`src/rtl/fht_pkg.sv`:
```
// Shared definitions for the FHT input path: loader FSM states, bank count, index bit-reversal.
// Pure declarations, no latency or flow control of its own.
package fht_pkg;

  localparam int N_BANK = 4;

  typedef enum logic [2:0] {
    LOAD,
    FLUSH,
    START,
    WAIT_ACK,
    WAIT_DONE
  } loader_state_t;

  // Reverses the low `width` bits of `value`; bits above `width` come back as zero.
  function automatic logic [31:0] bitrev(input logic [31:0] value, input int width);
    logic [31:0] r;
    r = '0;
    for (int i = 0; i < width; i++) begin
      r[i] = value[width-1-i];
    end
    return r;
  endfunction

endpackage

```
`src/rtl/fht_loader_addr.sv`:
```
// Maps sample counter k to a one-hot RAM bank and bank address, optionally bit-reversed.
// Purely combinational; the parent registers both outputs and applies any flow control.
module fht_loader_addr
  import fht_pkg::*;
#(
  parameter int A_BIT  = 8,
  parameter int BITREV = 1
) (
  input  logic [A_BIT+1:0]  k,
  output logic [N_BANK-1:0] bank_oh,
  output logic [A_BIT-1:0]  addr
);

  logic [A_BIT+1:0] j;

  always_comb begin
    if (BITREV != 0) begin
      j = (A_BIT+2)'(bitrev(32'(k), A_BIT + 2));
    end else begin
      j = k;
    end
    bank_oh = '0;
    bank_oh[j[A_BIT+1:A_BIT]] = 1'b1;
    addr = j[A_BIT-1:0];
  end

endmodule

```
`src/rtl/fht_loader.sv`:
```
// Loads one frame of 4*2^A_BIT samples into the FHT banks, then starts the transform; write latency 1 cycle.
// oREADY is high only while loading; it stays low from the last accept until the FHT reports done.
module fht_loader
  import fht_pkg::*;
#(
  parameter int D_BIT  = 16,
  parameter int A_BIT  = 8,
  parameter int BITREV = 1
) (
  input  logic                    iCLK,
  input  logic                    iRESET,
  input  logic signed [D_BIT-1:0] iDATA,
  input  logic                    iVALID,
  output logic                    oREADY,
  input  logic                    iFHT_RDY,
  output logic [N_BANK-1:0]       oWE,
  output logic signed [D_BIT-1:0] oDATA,
  output logic [A_BIT-1:0]        oADDR_WR,
  output logic                    oSTART,
  output logic                    oBUSY
);

  loader_state_t state, state_nxt;

  logic [A_BIT+1:0]  k;
  logic [N_BANK-1:0] bank_oh;
  logic [A_BIT-1:0]  addr;
  logic              accept;
  logic              k_last;

  assign accept = iVALID & oREADY;
  assign k_last = (k == '1);

  fht_loader_addr #(
    .A_BIT  (A_BIT),
    .BITREV (BITREV)
  ) u_addr (
    .k       (k),
    .bank_oh (bank_oh),
    .addr    (addr)
  );

  always_ff @(posedge iCLK or posedge iRESET) begin
    if (iRESET) begin
      state <= LOAD;
    end else begin
      state <= state_nxt;
    end
  end

  // WAIT_ACK must see the FHT go busy first, so a stale high ready cannot end the wait early.
  always_comb begin
    state_nxt = state;
    case (state)
      LOAD:      if (accept && k_last) state_nxt = FLUSH;
      FLUSH:     state_nxt = START;
      START:     state_nxt = WAIT_ACK;
      WAIT_ACK:  if (!iFHT_RDY) state_nxt = WAIT_DONE;
      WAIT_DONE: if (iFHT_RDY) state_nxt = LOAD;
      default:   state_nxt = LOAD;
    endcase
  end

  always_comb begin
    oREADY = (state == LOAD);
    oSTART = (state == START);
  end

  always_ff @(posedge iCLK or posedge iRESET) begin
    if (iRESET) begin
      k        <= '0;
      oWE      <= '0;
      oDATA    <= '0;
      oADDR_WR <= '0;
      oBUSY    <= 1'b0;
    end else begin
      oWE <= accept ? bank_oh : '0;
      if (accept) begin
        oDATA    <= iDATA;
        oADDR_WR <= addr;
        k        <= k + 1'b1;
      end
      if (accept && (k == '0)) begin
        oBUSY <= 1'b1;
      end else if ((state == WAIT_DONE) && iFHT_RDY) begin
        oBUSY <= 1'b0;
      end
    end
  end

endmodule

```
`config.mk`:
```
export PLATFORM = sky130hd
export DESIGN_NAME = fht_loader
export DESIGN_NICKNAME = d
export VERILOG_FILES = /design/src/rtl/fht_pkg.sv /design/src/rtl/fht_loader_addr.sv /design/src/rtl/fht_loader.sv
export SDC_FILE = /design/constraint.sdc
export NUM_CORES = 1
export LEC_CHECK = 0
export ABC_AREA = 1
export CORE_ASPECT_RATIO = 1.5
export CORE_MARGIN = 2
export CORE_UTILIZATION = 45
export CTS_BUF_LIST = sky130_fd_sc_hd__clkbuf_4 sky130_fd_sc_hd__clkbuf_8
export DETAILED_ROUTE_END_ITERATION = 8
export PLACE_DENSITY = 0.78
export SLEW_MARGIN = 20
export SYNTH_ARGS = -nofsm -noshare
export SYNTH_HDL_FRONTEND = slang
export SYNTH_HIERARCHICAL = 1
export SYNTH_SLANG_ARGS = --single-unit
export TNS_END_PERCENT = 100
```
`constraint.sdc`:
```
create_clock -name iCLK -period 1.29 [get_ports iCLK]
set_input_delay 0.129 -clock iCLK [delete_from_list [all_inputs] [get_ports iCLK]]
set_output_delay 0.129 -clock iCLK [all_outputs]
set_load 0.01 [all_outputs]
```
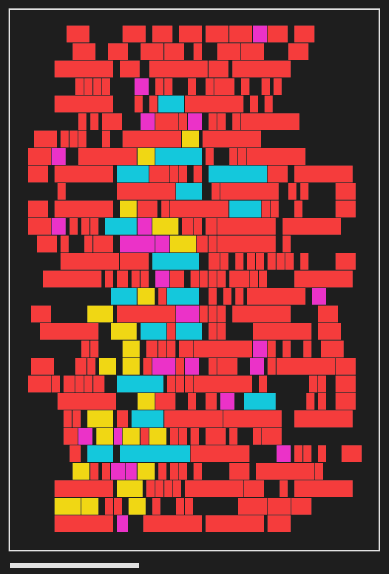
Figure 1: sizing map.
Bar = 20 µm.
legend:
  _3 and _4 cells:
    colour: yellow
    cells: 22
    most_used: buf_4
  _0 and _1 cells:
    colour: red
    cells: 239
    most_used: nand2_1
  _2 cells:
    colour: magenta
    cells: 23
    most_used: nand2_2
  _6 and larger:
    colour: cyan
    cells: 17

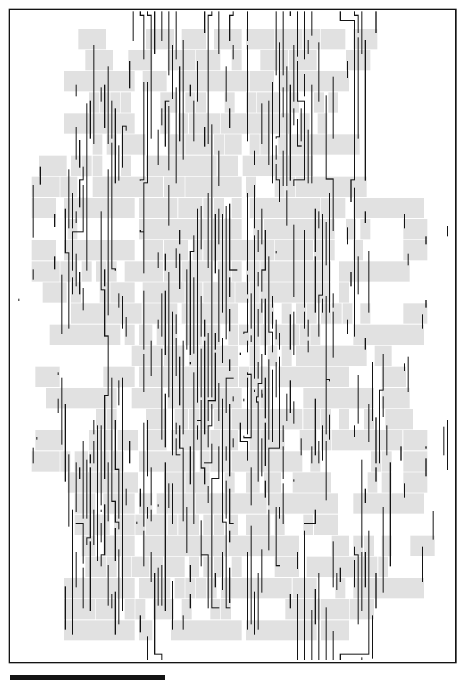
Figure 2: met2 routing.
Bar = 20 µm.
longest straight run: 35.0 µm
main direction: vertical
share of all routed wire: 55%
nets with wire on the layer: 273
wire length on this layer: 2,380 µm
Via Count: 1,676
global-route met2 utilization: 30.7%
final wirelength: 4.30 mm

==> results.yml <==
# physical design summary
critical_path:
  rrSetupSlack_ps: -40
  cpMostUsedCell: "nor2_4"
  max_stage_delay_ps: 400
  crit_cells: 6
  start_kind: "flip-flop"
run_status:
  violations: "setup timing"
  status: "complete, but fails checks"
cts:
  clock_latency_ps: 290
  root_buffer: "clkbuf_8"
layout:
  lay_top_count: "nand2_1"
  fillers: 328
detailed_routing:
  dr.pass1.iters: 4
  met1_length_mm: 1.72
  drt_iter0_markers: 29
yosys:
  synthCells: 233
  top_cell: "nand2_1"
  synthTopCellsByArea: "dfrtp_1 55%, nand2_1 21%, buf_4 4.3%, inv_1 4.1%, nor2_1 3.5%"
  synthesis.nets: 255
  synth_cell_types: 18
  yosysCellCount: 233
  synth.cell_area_um2: 1920
  synth-edff-count: 0
power_and_ir_drop:
  peakVddDrop_v: 0.00137
sta:
  slew_headroom_pct: 82.0
  whs_ps: 161
  fin_ws_ps: -35.5
  setup_viol: 7
  finalSetupTns_ps: -78.7
worst_hold_path:
  hold_class: "input pin to async pin"
global_route:
  grt_start_max_net_pins: 33
placed_design:
  placedInstanceArea_um2: 2520
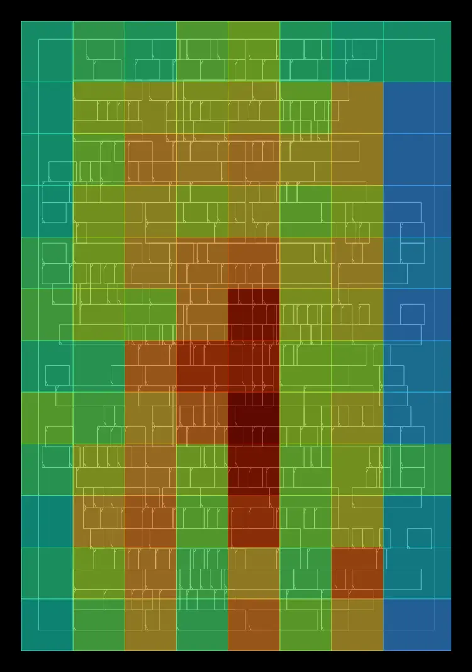
Figure 3: congestion heat map.
GRT Util Overall: 16.9%
Final Core Density: 66.8%
gr busiest metal: met2

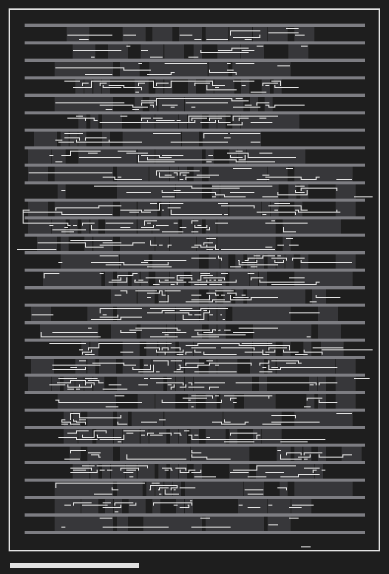
Figure 4: metal 1.
Bar = 20 µm. Supply wires on this layer in grey.
nets with wire on the layer: 280
longest straight run: 20.7 µm
met1 usage: 18.3%

power breakdown:
part / total (mW) / internal (mW) / switching (mW) / leakage (nW)
sequential: 2.10 / 1.80 / 0.305 / 0.530
combinational: 2.70 / 1.26 / 1.44 / 0.929
clock: 1.05 / 0.619 / 0.435 / 0.0573
total: 5.86 / 3.68 / 2.18 / 1.52
area by class of cell:
type                       count  area, µm²  area share [%]
clock buffer                   6       82.6            2.96
clock inverter                 1       30.0            1.08
inverter                      22       82.6            2.96
multi-input combinational    156        782            28.0
sequential                    42       1050            37.7
tap                           46       57.6            2.06
timing repair buffer          74        703            25.2
worst min-delay path, stage by stage:
cell and delay [ps]:
clkdlybuf4s50_1 400, clkinv_1 80, buf_4 190
Power figures rest on the tool's default switching activity, not on a simulated workload.
